File: src/rtl/rcpu_pkg.sv
// Shared decode constants for the R-format pipeline: opcode, funct codes, field positions.
package rcpu_pkg;
  localparam logic [5:0] OPC_RTYPE = 6'd0;

  localparam logic [5:0] F_SLL = 6'h00;
  localparam logic [5:0] F_SRL = 6'h02;
  localparam logic [5:0] F_ADD = 6'h20;
  localparam logic [5:0] F_SUB = 6'h22;
  localparam logic [5:0] F_AND = 6'h24;
  localparam logic [5:0] F_OR  = 6'h25;
  localparam logic [5:0] F_NOR = 6'h27;
  localparam logic [5:0] F_SLT = 6'h2A;

  localparam int OP_LSB = 26;
  localparam int RS_LSB = 21;
  localparam int RT_LSB = 16;
  localparam int RD_LSB = 11;
  localparam int SH_LSB = 6;
  localparam int FN_LSB = 0;
endpackage

File: src/rtl/rcpu_alu.sv
// Combinational R-format ALU; writes=0 flags an unsupported funct (executes as a NOP).
module rcpu_alu
  import rcpu_pkg::*;
#(
  parameter int XLEN = 32
) (
  input  logic [5:0]      funct,
  input  logic [XLEN-1:0] a,
  input  logic [XLEN-1:0] b,
  input  logic [4:0]      shamt,
  output logic [XLEN-1:0] result,
  output logic            writes
);
  logic sh_big;
  assign sh_big = (32'(shamt) >= XLEN);

  // funct decode and result select
  always_comb begin
    result = '0;
    writes = 1'b1;
    case (funct)
      F_ADD:   result = a + b;
      F_SUB:   result = a - b;
      F_AND:   result = a & b;
      F_OR:    result = a | b;
      F_NOR:   result = ~(a | b);
      F_SLT:   result[0] = ($signed(a) < $signed(b));
      F_SLL:   result = sh_big ? '0 : (b << shamt);
      F_SRL:   result = sh_big ? '0 : (b >> shamt);
      default: writes = 1'b0;
    endcase
  end
endmodule

File: src/rtl/rcpu_imem.sv
// Byte-wide big-endian instruction store; normally preloaded from outside, load port kept for completeness.
module rcpu_imem #(
  parameter int IMEM_BYTES = 128
) (
  input  logic                          clk,
  input  logic                          load_en,
  input  logic [$clog2(IMEM_BYTES)-1:0] load_addr,
  input  logic [7:0]                    load_byte,
  input  logic [$clog2(IMEM_BYTES)-1:0] addr,
  output logic [31:0]                   word
);
  localparam int AW = $clog2(IMEM_BYTES);

  logic [7:0] InstrMem [IMEM_BYTES];

  // optional byte load
  always_ff @(posedge clk) begin
    if (load_en) InstrMem[load_addr] <= load_byte;
  end

  assign word = {InstrMem[addr],
                 InstrMem[addr | AW'(1)],
                 InstrMem[addr | AW'(2)],
                 InstrMem[addr | AW'(3)]};
endmodule

File: src/rtl/rcpu_rf.sv
// Register file: two async read ports, one write port; R[0] reads as zero and is never written.
module rcpu_rf #(
  parameter int XLEN      = 32,
  parameter int REG_COUNT = 32
) (
  input  logic                         clk,
  input  logic                         we,
  input  logic [$clog2(REG_COUNT)-1:0] wa,
  input  logic [XLEN-1:0]              wd,
  input  logic [$clog2(REG_COUNT)-1:0] ra1,
  input  logic [$clog2(REG_COUNT)-1:0] ra2,
  output logic [XLEN-1:0]              rd1,
  output logic [XLEN-1:0]              rd2
);
  logic [XLEN-1:0] R [REG_COUNT];

  // write port, contents are not reset
  always_ff @(posedge clk) begin
    if (we && wa != '0) R[wa] <= wd;
  end

  assign rd1 = (ra1 == '0) ? '0 : R[ra1];
  assign rd2 = (ra2 == '0) ? '0 : R[ra2];
endmodule

File: src/rtl/r_format_cpu_pipe.sv
// Three-stage R-format pipeline (IF, EX, WB) with WB->EX forwarding, run/freeze and halt detect.
module r_format_cpu_pipe
  import rcpu_pkg::*;
#(
  parameter int XLEN       = 32,
  parameter int REG_COUNT  = 32,
  parameter int IMEM_BYTES = 128,
  parameter int CNT_W      = 16
) (
  input  logic                         clk,
  input  logic                         rst,
  input  logic                         run,
  output logic [31:0]                  pc_out,
  output logic                         halted,
  output logic [CNT_W-1:0]             retire_cnt,
  output logic                         wb_valid,
  output logic [$clog2(REG_COUNT)-1:0] wb_idx,
  output logic [XLEN-1:0]              wb_data
);
  localparam int IDX_W = $clog2(REG_COUNT);
  localparam int AW    = $clog2(IMEM_BYTES);

  // 5-bit instruction fields fold onto the implemented register count
  function automatic logic [IDX_W-1:0] ridx(input logic [4:0] f);
    return IDX_W'(32'(f) % REG_COUNT);
  endfunction

  logic [31:0]      pc, imem_word, ifex_ir;
  logic             ifex_v, exwb_v, exwb_we;
  logic [IDX_W-1:0] exwb_rd, rs_idx, rt_idx, rd_idx;
  logic [XLEN-1:0]  exwb_data, rf_a, rf_b, op_a, op_b, alu_res;
  logic             alu_writes, ex_we, wr, fetch_more;

  assign pc_out     = pc;
  assign fetch_more = (pc < 32'(IMEM_BYTES));

  rcpu_imem #(.IMEM_BYTES(IMEM_BYTES)) Instr_Memory (
    .clk(clk), .load_en(1'b0), .load_addr('0), .load_byte('0),
    .addr(pc[AW-1:0]), .word(imem_word)
  );

  // EX decode
  assign rs_idx = ridx(ifex_ir[RS_LSB +: 5]);
  assign rt_idx = ridx(ifex_ir[RT_LSB +: 5]);
  assign rd_idx = ridx(ifex_ir[RD_LSB +: 5]);

  // exwb_we already excludes rd==0, so a hit never forwards into $0
  assign op_a = (exwb_v && exwb_we && exwb_rd == rs_idx) ? exwb_data : rf_a;
  assign op_b = (exwb_v && exwb_we && exwb_rd == rt_idx) ? exwb_data : rf_b;

  rcpu_alu #(.XLEN(XLEN)) u_alu (
    .funct(ifex_ir[FN_LSB +: 6]), .a(op_a), .b(op_b),
    .shamt(ifex_ir[SH_LSB +: 5]), .result(alu_res), .writes(alu_writes)
  );

  assign ex_we = alu_writes && (ifex_ir[OP_LSB +: 6] == OPC_RTYPE) && (rd_idx != '0);

  // the WB write only fires while running, so a freeze keeps it pending
  assign wr = run && exwb_v && exwb_we;

  rcpu_rf #(.XLEN(XLEN), .REG_COUNT(REG_COUNT)) Register_File (
    .clk(clk), .we(wr), .wa(exwb_rd), .wd(exwb_data),
    .ra1(rs_idx), .ra2(rt_idx), .rd1(rf_a), .rd2(rf_b)
  );

  // pipeline registers, pc, retire counter, WB report and sticky halt
  always_ff @(posedge clk or posedge rst) begin
    if (rst) begin
      pc         <= '0;
      ifex_v     <= 1'b0;
      ifex_ir    <= '0;
      exwb_v     <= 1'b0;
      exwb_we    <= 1'b0;
      exwb_rd    <= '0;
      exwb_data  <= '0;
      retire_cnt <= '0;
      wb_valid   <= 1'b0;
      wb_idx     <= '0;
      wb_data    <= '0;
      halted     <= 1'b0;
    end else begin
      if (run) begin
        if (fetch_more) begin
          ifex_v  <= 1'b1;
          ifex_ir <= imem_word;
          pc      <= pc + 32'd4;
        end else begin
          ifex_v  <= 1'b0;
        end
        exwb_v    <= ifex_v;
        exwb_we   <= ifex_v && ex_we;
        exwb_rd   <= rd_idx;
        exwb_data <= alu_res;
        if (exwb_v) retire_cnt <= retire_cnt + CNT_W'(1);
        wb_valid <= wr;
        if (wr) begin
          wb_idx  <= exwb_rd;
          wb_data <= exwb_data;
        end
      end else begin
        wb_valid <= 1'b0;
      end
      if (pc == 32'(IMEM_BYTES) && !ifex_v && !exwb_v) halted <= 1'b1;
    end
  end
endmodule

File: config.mk
export PLATFORM = sky130hd
export DESIGN_NAME = r_format_cpu_pipe
export DESIGN_NICKNAME = d
export VERILOG_FILES = /design/src/rtl/rcpu_pkg.sv /design/src/rtl/rcpu_alu.sv /design/src/rtl/rcpu_imem.sv /design/src/rtl/rcpu_rf.sv /design/src/rtl/r_format_cpu_pipe.sv
export SDC_FILE = /design/constraint.sdc
export NUM_CORES = 1
export LEC_CHECK = 0
export CAP_MARGIN = 5
export CORE_MARGIN = 10
export CORE_UTILIZATION = 28
export DETAILED_ROUTE_END_ITERATION = 16
export GPL_ROUTABILITY_DRIVEN = 0
export MAX_ROUTING_LAYER = met4
export REMOVE_ABC_BUFFERS = 1
export SYNTH_ARGS = -nofsm -noshare
export SYNTH_HDL_FRONTEND = slang
export SYNTH_SLANG_ARGS = --single-unit
File: constraint.sdc
create_clock -name clk -period 2 [get_ports clk]
set_input_delay 0.4 -clock clk [delete_from_list [all_inputs] [get_ports clk]]
set_output_delay 0.4 -clock clk [all_outputs]
set_load 0.05 [all_outputs]
Fig. 1: run 1, sequential cells grouped by signal name
Drawn at 4 px/um. Other sequential cells in the stronger gray, the rest of the logic in the fainter gray.
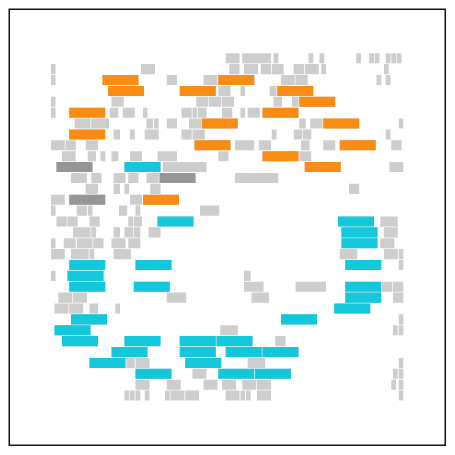
pc_out: shown in cyan, flops 30. retire_cnt: shown in orange, flops 16.

Fig. 2: run 1, PDN straps and rails
Drawn at 3 px/um. Pins as bars on the die edge. Tap cells in gray.
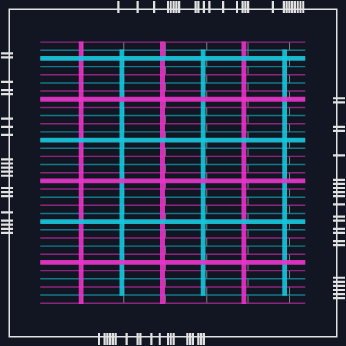
VDD: shown in cyan. VSS: shown in magenta.
6 straps on met4. 90 signal pins sit on the boundary. 6 straps on met5. 102 tap cells. The core has 32 rows.

==> out/results.md, run 1 <==
| Stage | Result | This run |
|:---|:---|:---|
| outcome | Status | completed |
| synthesis | Leading cell type by number of instances after synthesis | sky130_fd_sc_hd__dfrtp_1 |
| synthesis | Fraction of registers with async set/reset | 100% |
| hold path | Worst hold stages | 0 |
| final timing | Worst Slack Setup Final | 62.6 ps |
| detailed routing | Wire length after detailed routing | 4400 um |
| cts | # clock sinks | 49 |
| cts | Worst skew pair latency | 300 ps |
| synthesis | Cell variety after synth | 30 |
| finish | Ant diodes | 0 |
| final timing | Worst hold slack | 409 ps |
| die | Cell row count | 32 |
| synthesis | Combined area of all synthesized cells | 2200 um^2 |
| synthesis | Biggest area contributors in the synthesized netlist | sky130_fd_sc_hd__dfrtp_1, sky130_fd_sc_hd__buf_4, sky130_fd_sc_hd__xnor2_1, sky130_fd_sc_hd__clkbuf_1, sky130_fd_sc_hd__xor2_1 |
| setup path | Worst endpoint data arrival time | 1540 ps |
| detailed routing | Total via count after detailed routing | 1268 |
| place | Number of cells in the design after placement | 321 |
| die | Initial Utilization | 28.6% |
| place | Cell area after placement | 2570 um^2 |
| setup path | Crit end category | primary output |
| setup path | CP bufs+invs | 1 |
| run | Number of max-cap violations | 0 |
| detailed routing | Residual antenna-violating net count after detailed routing | 0 |
| power and ir drop | PwrDens | 1220 nW/um^2 |
| detailed routing | Routed via count divided by cell count | 3.85 |
| setup path | Max stage delay cell, worst path | sky130_fd_sc_hd__clkdlybuf4s50_1 |
| cts | Number of clock buffers inserted by TritonCTS | 5 |
| cts | Number of levels the H-tree was split into | 2 |
| die | DIE HEIGHT | 109 um |
| setup path | Worst r2r path cells | 4 |
| detailed routing | Wire length per cell | 13.4 um |
| synthesis | Chip area in the Yosys report | 2200 um^2 |
| cts | Count of hold buffers inserted by post-cts repair | 0 |
| final timing | Unrepaired setup endpoints after global routing | false |
| final timing | Final-report setup violation count | 0 |
| synthesis | Syn avg cell area | 11.6 um^2 |
| synthesis | Ranking of synthesized cells by instance count | sky130_fd_sc_hd__dfrtp_1, sky130_fd_sc_hd__buf_4, sky130_fd_sc_hd__clkbuf_1 |
| setup path | Critical register-to-register path endpoint | pc_out[3]$_DFFE_PP0P_ |
| final timing | Final period demand of the worst path | 1940 ps |
| synthesis | Cell type with the largest total area | sky130_fd_sc_hd__dfrtp_1 |
| setup path | Critical path fanouts, max | 4 |
| setup path | Critical path's top delay family | buffers and inverters |
| global route | First-pass GRT wire length | 6930 um |
| finish | Core occupancy in the finished layout | 35.3% |
| die | Placeable core region | 7690 um^2 |
| synthesis | Warning count from the yosys run | 0 |
| run | Tally of OpenROAD warnings | 26 |
| global route | Overflow after GRT | 0 |
| synthesis | Fraction of synthesized cell area taken by the top area cell type | 55.7% |
| setup path | Stage delay of the slowest cell on the critical path | 830 ps |
| finish | Share of cells above drive strength 1 | 18.5% |
| power and ir drop | Worst IR drop on VDD | 821 uV |
| hold path | Worst hold path startpoint | pc_out[18]$_DFFE_PP0P_ |
| synthesis | EDFF count, synth | 0 |
| place | Detail Placement HPWL | 3450 um |
| die | Die extent in x | 109 um |
| place | Count of port buffers added during placement | 49 |
| global route | Number of global-route vias before repair | 1351 |
| setup path | Critical path startpoint category | register |
| die | Die Area | 11800 um^2 |
| hold path | Hold Path End | pc_out[18]$_DFFE_PP0P_ |
| finish | Finished Cell Area | 2710 um^2 |
| setup path | Ordered cell list for the critical path | clkdlybuf4s50_1 |
| final timing | Max-slew headroom | 65.4% |
| synthesis | Cells in synth_stat.txt | 190 |
| final timing | Transition time of the tightest slew-check pin | 519 ps |
| final timing | Final Hold Viols | 0 |
| setup path | Setup Crit Path Kind | reg -> out |
| global route | Number of antenna violations at the first check in global routing | 0 |
| power and ir drop | Standby leakage power | 0.00136 uW |
| cts | Buffer type at the clock tree root | sky130_fd_sc_hd__clkbuf_8 |
| hold path | Worst min-delay path category | reg -> reg |
| final timing | Count of pins over their slew limit | 0 |
| setup path | WP data required | 1600 ps |
| global route | Pin count of the biggest net entering global routing | 50 |
| setup path | Startpoint of the most critical register-to-register path | pc_out[21]$_DFFE_PP0P_ |
| synthesis | Number of synthesized register bits | 49 |
| final timing | Max Clock Skew | 6.76 ps |
| finish | Finished Layout Cells | 329 |
| synthesis | Synthesized instance count | 190 |
| final timing | Setup TNS | 0 ps |
| detailed routing | Detailed router's first-iteration violation count | 18 |
| finish | Synthesis-to-layout area growth | 23.3% |
| global route | Combined global-route utilization of all metal layers | 7.54% |
| setup path | Slack of the worst reg-to-reg path | 270 ps |
| detailed routing | Number of remaining DRC errors | 0 |
| finish | Final-stage net count | 232 |
| place | Post-Place Setup Slack | 65.4 ps |
| cts | Clock tree from TritonCTS | built |
| finish | Number of inserted filler cells in the final layout | 774 |
| synthesis | Post-synthesis sequential area ratio | 55.7% |
| cts | Deepest clock path buffer count | 2 |
| cts | Clock-pin slew reported for the worst setup and hold paths after clock tree synthesis | 90 ps |
| die | Top-level I/O count | 90 |
| power and ir drop | Design Power | 3310 uW |
| final timing | Achievable clock frequency | 516 MHz |
| synthesis | Dominant Register Cell | sky130_fd_sc_hd__dfrtp_1 |
| final timing | Share of the cycle needed by the critical path after routing | 96.9% |
| detailed routing | First-pass iteration count of the detailed router | 4 |
Fig. 3: run 1, routed metal, one color a layer
Drawn at 4 px/um.
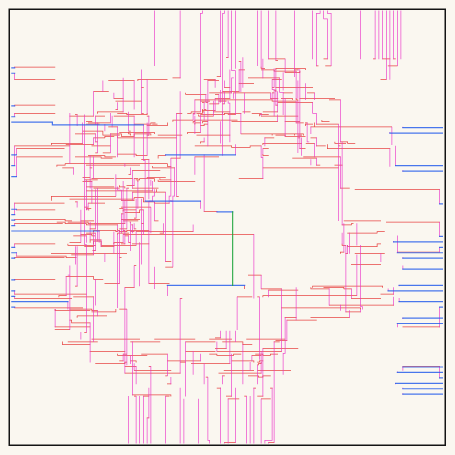
metal 2: shown in magenta, wire length 2130 um. metal 3: shown in blue, wire length 339 um. metal 4: shown in green, wire length 18.4 um. metal 1: shown in red, wire length 1910 um.

## run 1: cell type report
cell class | instances | area [um^2] | area share [%]
well taps | 102 | 128 | 4.70
flip-flops and latches | 49 | 1230 | 45.2
inverters | 6 | 22.5 | 0.830
clock inverters | 3 | 65.1 | 2.40
repair buffers | 54 | 503 | 18.5
clock buffers | 5 | 68.8 | 2.54
multi-input cells | 110 | 699 | 25.8
## run 1: worst max path at each step
stage	startpoint	to	slack [ps]	depth (start not counted)
floorplan	pc_out[26]$_DFFE_PP0P_	pc_out[3]$_DFFE_PP0P_	170	4
global placement	run	pc_out[3]$_DFFE_PP0P_	110	4
detailed placement	run	pc_out[3]$_DFFE_PP0P_	70	4
CTS	pc_out[3]$_DFFE_PP0P_	pc_out[3]	20	1
global route	pc_out[2]$_DFFE_PP0P_	pc_out[2]	0.3	1
finish	pc_out[7]$_DFFE_PP0P_	pc_out[7]	60	1
## run 1: state kept, by name, summed over array words and instances (netlist names)
signal	count
exwb_v	1
halted	1
retire_cnt	16
pc_out	30
ifex_v	1
## run 1: logic make-up after synthesis
group / after synthesis / synth area share (%)
AND-OR/OR-AND: 3 / 1.08
XOR/XNOR: 19 / 7.57
adder cells (fa/ha/maj): 3 / 1.71
buffers and inverters: 70 / 19.1
flip-flops: 49 / 55.7
multiplexers: 3 / 1.54
other: 1 / 0.170
AND/OR/NAND/NOR: 42 / 13.1
## run 1: power by group
part           switching (uW)  leakage, uW  internal [uW]
Clock                     323    0.0000681            497
Sequential                182     0.000656           1130
Combinational             826     0.000639            349
Total                    1330      0.00136           1980
## run 1: layout by cell type (no fill, tap or decap), types with 3 or more instances in the layout
| cell | count |
|---|---|
| sky130_fd_sc_hd__clkbuf_8 | 5 |
| sky130_fd_sc_hd__nor4_1 | 5 |
| sky130_fd_sc_hd__xor2_1 | 7 |
| sky130_fd_sc_hd__inv_1 | 5 |
| sky130_fd_sc_hd__nand2_1 | 6 |
| sky130_fd_sc_hd__ha_1 | 3 |
| sky130_fd_sc_hd__nand3_1 | 8 |
| sky130_fd_sc_hd__and3_1 | 3 |
| sky130_fd_sc_hd__conb_1 | 40 |
| sky130_fd_sc_hd__nand4_1 | 3 |
| sky130_fd_sc_hd__dfrtp_1 | 49 |
| sky130_fd_sc_hd__nor4_2 | 3 |
| sky130_fd_sc_hd__clkdlybuf4s50_1 | 30 |
| sky130_fd_sc_hd__buf_4 | 21 |
| sky130_fd_sc_hd__nor2_1 | 3 |
| sky130_fd_sc_hd__xnor2_1 | 12 |
## run 1: what timing repair did
item | 4_1_cts | 5_1_grt
setup endpoints to repair | 0 | 2
gates resized | 0 | 2
buffers inserted | 0 | 0
## run 1: per-layer routing
metal	vias to the layer above	track usage (%)	routed length, um
met5	-	-	0
met4	0	2.26	18
met3	2	2.95	338
met2	52	11.8	2130
met1	614	8.82	1910
li1	600	-	-
Fig. 4: run 1, the clock network
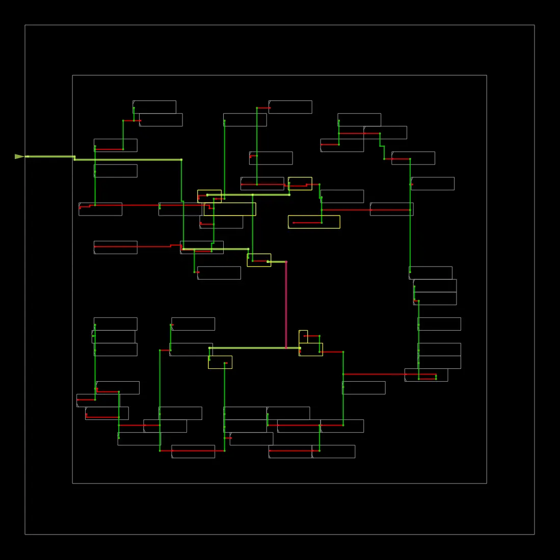

==> run 1 -> run 2 <==
Settings changed: SETUP_SLACK_MARGIN from default to 0.05.
Fig. 5: run 2, the clock network
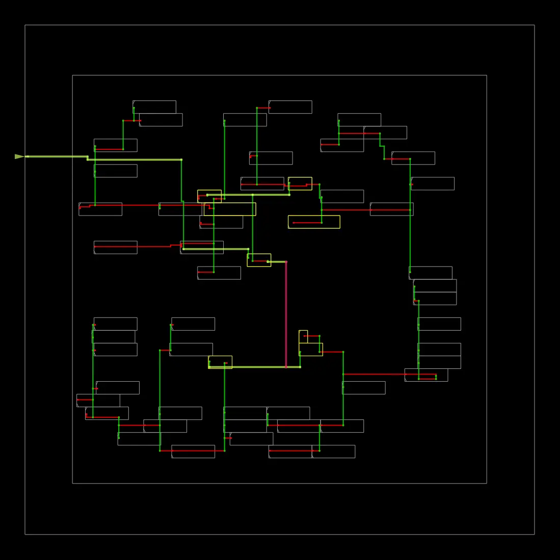
Power Clock: 819 uW
Clock buffer cells: 5
Max Clock Skew: 7.08 ps
Flop Count: 49

Fig. 6: run 2, placement density heat map
Drawn at 3 px/um. The die is cut into 11 by 11 equal tiles; white is low, dark blue is high, 0 to 100% covered.
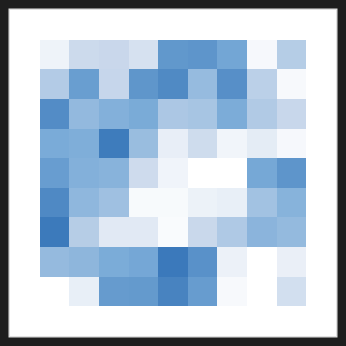
The fullest tile reaches 70%. The mean over all tiles is 22%. The densest ninth of the die: west. 37% of the tiles are nearly empty. The emptiest ninth of the die: south-east.

==> out/results.md, run 2 <==
| Stage | Result | This run | Change |
|:---|:---|:---|:---|
| finish | Most frequent cells in the layout | sky130_fd_sc_hd__dfrtp_1, sky130_fd_sc_hd__conb_1, sky130_fd_sc_hd__dlymetal6s2s_1, sky130_fd_sc_hd__buf_4, sky130_fd_sc_hd__xnor2_1 |  |
| setup path | Critical register-to-register path endpoint | pc_out[3]$_DFFE_PP0P_ |  |
| hold path | Hold Path End | pc_out[12]$_DFFE_PP0P_ |  |
| die | DIE HEIGHT | 109 um | unchanged |
| synthesis | XOR/XNOR Area Share | 7.57% | unchanged |
| cts | Number of levels the H-tree was split into | 2 | unchanged |
| final timing | Share of the cycle needed by the critical path after routing | 95.0% | -1.9 points |
| synthesis | Fraction of synthesized cell area taken by the top area cell type | 55.7% | unchanged |
| power and ir drop | Design Power | 3280 uW | -0.79% |
| synthesis | MUX share of area | 1.54% | unchanged |
| final timing | Unrepaired setup endpoints after global routing | false |  |
| synthesis | Dominant Register Cell | sky130_fd_sc_hd__dfrtp_1 |  |
| setup path | Worst endpoint data arrival time | 1500 ps | -40 ps |
| synthesis | Post-Synth Simple-Gate Area | 13.1% | unchanged |
| power and ir drop | Standby leakage power | 0.00172 uW | +26% |
| finish | Ant diodes | 0 | unchanged |
| global route | Combined global-route utilization of all metal layers | 7.54% | unchanged |
| synthesis | Cell variety after synth | 30 | unchanged |
| setup path | CP bufs+invs | 1 | unchanged |
| die | Die Area | 11800 um^2 | unchanged |
| synthesis | Warning count from the yosys run | 0 | unchanged |
| hold path | Worst min-delay path category | reg -> reg |  |
| synthesis | Cell type with the largest total area | sky130_fd_sc_hd__dfrtp_1 |  |
| run | Number of max-cap violations | 0 | unchanged |
| place | Detail Placement HPWL | 3450 um | unchanged |
| synthesis | Fraction of registers with async set/reset | 100% | unchanged |
| synthesis | Chip area in the Yosys report | 2200 um^2 | unchanged |
| setup path | Ordered cell list for the critical path | clkdlybuf4s50_1 |  |
| synthesis | Dominant combinational family | buffers and inverters |  |
| final timing | Final Hold Viols | 0 | unchanged |
| final timing | Final-report setup violation count | 0 | unchanged |
| die | Initial Utilization | 28.6% | unchanged |
| finish | Finished Layout Cells | 329 | unchanged |
| hold path | Worst hold stages | 0 | unchanged |
| hold path | Worst hold path startpoint | pc_out[12]$_DFFE_PP0P_ |  |
| cts | Worst skew pair latency | 300 ps | about the same |
| detailed routing | Wire length after detailed routing | 4460 um | +1.4% |
| synthesis | Synthesized instance count | 190 | unchanged |
| synthesis | Number of synthesized register bits | 49 | unchanged |
| setup path | Critical path's top delay family | buffers and inverters |  |
| finish | Most common cell after layout, fill and taps aside | sky130_fd_sc_hd__dfrtp_1 |  |
| detailed routing | First-pass iteration count of the detailed router | 4 | unchanged |
| synthesis | Post-synthesis sequential area ratio | 55.7% | unchanged |
| cts | Clock-pin slew reported for the worst setup and hold paths after clock tree synthesis | 90 ps | about the same |
| setup path | Stage delay of the slowest cell on the critical path | 820 ps | about the same |
| finish | Core occupancy in the finished layout | 35.8% | +0.55 points |
| global route | First-pass GRT wire length | 6930 um | unchanged |
| global route | Number of global-route vias before repair | 1351 | unchanged |
| final timing | Count of pins over their slew limit | 0 | unchanged |
| final timing | Transition time of the tightest slew-check pin | 530 ps | +11.2 ps |
| die | Die extent in x | 109 um | unchanged |
| finish | Share of cells above drive strength 1 | 18.5% | unchanged |
| detailed routing | Residual antenna-violating net count after detailed routing | 0 | unchanged |
| power and ir drop | PwrDens | 1190 nW/um^2 | -2.3% |
| synthesis | Ranking of synthesized cells by instance count | sky130_fd_sc_hd__dfrtp_1, sky130_fd_sc_hd__buf_4, sky130_fd_sc_hd__clkbuf_1 |  |
| synthesis | EDFF count, synth | 0 | unchanged |
| setup path | Startpoint of the most critical register-to-register path | pc_out[21]$_DFFE_PP0P_ |  |
| setup path | Critical path fanouts, max | 3 | -1 |
| outcome | Status | completed |  |
| finish | Final-stage net count | 232 | unchanged |
| run | Tally of OpenROAD warnings | 26 | unchanged |
| detailed routing | Detailed router's first-iteration violation count | 14 | -4 |
| power and ir drop | Worst IR drop on VDD | 680 uV | -17% |
| detailed routing | Number of remaining DRC errors | 0 | unchanged |
| cts | Buffer type at the clock tree root | sky130_fd_sc_hd__clkbuf_8 |  |
| detailed routing | Routed via count divided by cell count | 3.83 | -0.71% |
| finish | Max FFs per register | 30 | unchanged |
| detailed routing | Wire length per cell | 13.5 um | +1.4% |
| global route | Overflow after GRT | 0 | unchanged |
| setup path | Setup Crit Path Kind | reg -> out |  |
| final timing | Achievable clock frequency | 526 MHz | +2.0% |
| final timing | Final period demand of the worst path | 1900 ps | -37.8 ps |
| final timing | Max-slew headroom | 64.6% | -0.75 points |
| synthesis | Combined area of all synthesized cells | 2200 um^2 | unchanged |
| die | Placeable core region | 7690 um^2 | unchanged |
| synthesis | Area share of and-or/or-and cells after synthesis | 1.08% | unchanged |
| cts | Deepest clock path buffer count | 2 | unchanged |
| setup path | Max stage delay cell, worst path | sky130_fd_sc_hd__clkdlybuf4s50_1 |  |
| synthesis | Biggest area contributors in the synthesized netlist | sky130_fd_sc_hd__dfrtp_1, sky130_fd_sc_hd__buf_4, sky130_fd_sc_hd__xnor2_1, sky130_fd_sc_hd__clkbuf_1, sky130_fd_sc_hd__xor2_1 |  |
| final timing | Setup TNS | 0 ps | unchanged |
| cts | # clock sinks | 49 | unchanged |
| setup path | WP data required | 1600 ps | about the same |
| synthesis | Leading cell type by number of instances after synthesis | sky130_fd_sc_hd__dfrtp_1 |  |
| cts | Count of hold buffers inserted by post-cts repair | 0 | unchanged |
| synthesis | Share of synthesized cell area in full adder, half adder and majority cells | 1.71% | unchanged |
| setup path | Critical path startpoint category | register |  |
| setup path | Worst r2r path cells | 4 | unchanged |
| finish | Synthesis-to-layout area growth | 25.3% |  |
| place | Number of cells in the design after placement | 321 | unchanged |
| synthesis | Syn avg cell area | 11.6 um^2 | unchanged |
| place | Count of port buffers added during placement | 49 | unchanged |
| global route | Pin count of the biggest net entering global routing | 50 | unchanged |
| cts | Clock tree from TritonCTS | built |  |
| setup path | Crit end category | primary output |  |
| detailed routing | Total via count after detailed routing | 1259 | -0.71% |
| synthesis | Cells in synth_stat.txt | 190 | unchanged |
| cts | Number of clock buffers inserted by TritonCTS | 5 | unchanged |
| die | Cell row count | 32 | unchanged |
| global route | Number of antenna violations at the first check in global routing | 0 | unchanged |
| die | Top-level I/O count | 90 | unchanged |
| setup path | Slack of the worst reg-to-reg path | 270 ps | about the same |
Fig. 7: run 2, PDN straps and rails
Drawn at 3 px/um. Pins as bars on the die edge. Tap cells in gray.
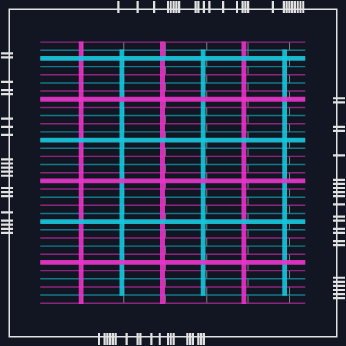
VSS: shown in magenta. VDD: shown in cyan.
6 straps on met4. The core has 32 rows. 33 met1 rails follow the rows. 90 signal pins sit on the boundary.

[run 2: worst max path at each step]
stage,from,end,slack [ps],depth (start not counted)
2_1_floorplan,pc_out[26]$_DFFE_PP0P_,pc_out[3]$_DFFE_PP0P_,170,4
3_3_place_gp,run,pc_out[3]$_DFFE_PP0P_,110,4
3_5_place_dp,run,pc_out[3]$_DFFE_PP0P_,70,4
4_1_cts,retire_cnt[1]$_DFFE_PP0P_,retire_cnt[1],50,1
5_1_grt,retire_cnt[8]$_DFFE_PP0P_,retire_cnt[8],50,1
6_report,retire_cnt[8]$_DFFE_PP0P_,retire_cnt[8],100,1
[run 2: repair_timing]
item / in CTS / in global routing
setup buffers: 0 / 0
resized: 4 / 21
endpoints found under the setup margin: 4 / 21
hold endpoints to repair: 0 / 0
[run 2: report_power, final]
part / internal, uW / switching (uW)
sequential: 1130 / 179
clock: 497 / 323
combinational: 326 / 824
[run 2: cell type report]
cell class                 count  area, um^2
timing repair buffer          54         546
inverter                       6        22.5
clock buffer                   5        68.8
clock inverter                 3        65.1
fill                         774        4930
tap                          102         128
multi-input combinational    110         699
sequential                    49        1230
[run 2: through the flow]
stage | instance area, um^2 | hold slack, ps | setup slack [ps]
after floorplan | 1950 | 468 | 167
after detailed placement | 2570 | 391 | 65.4
final | 2760 | 408 | 100
after CTS | 2700 | 413 | 51.3
after global placement | 2570 | 391 | 114
after global routing | 2760 | 421 | 50.9
[run 2: kinds of logic (layout without fill, tap and decap cells)]
family                   count (synthesis)  after routing
other                                    1             40
AND-OR/OR-AND                            3              3
AND/OR/NAND/NOR                         42             42
adder cells (fa/ha/maj)                  3              3
multiplexers                             3              3
XOR/XNOR                                19             19
flip-flops                              49             49
buffers and inverters                   70             68
[run 2: layer usage]
layer	wire length [um]	GRT usage, %	vias to the layer above
met5	0	-	-
met4	22	2.26	0
met3	349	2.95	2
met2	2170	11.8	52
met1	1910	8.82	605
li1	-	-	600
[run 2: worst register-to-register path, delay by kind of cell, from the launching register on]
| kind | cells | cell delay (ps) |
|---|---|---|
| flops | 1 | 410 |
| mux | 1 | 340 |
| simple gates | 3 | 860 |
Power figures rest on the tool's default switching activity, not on a simulated workload.
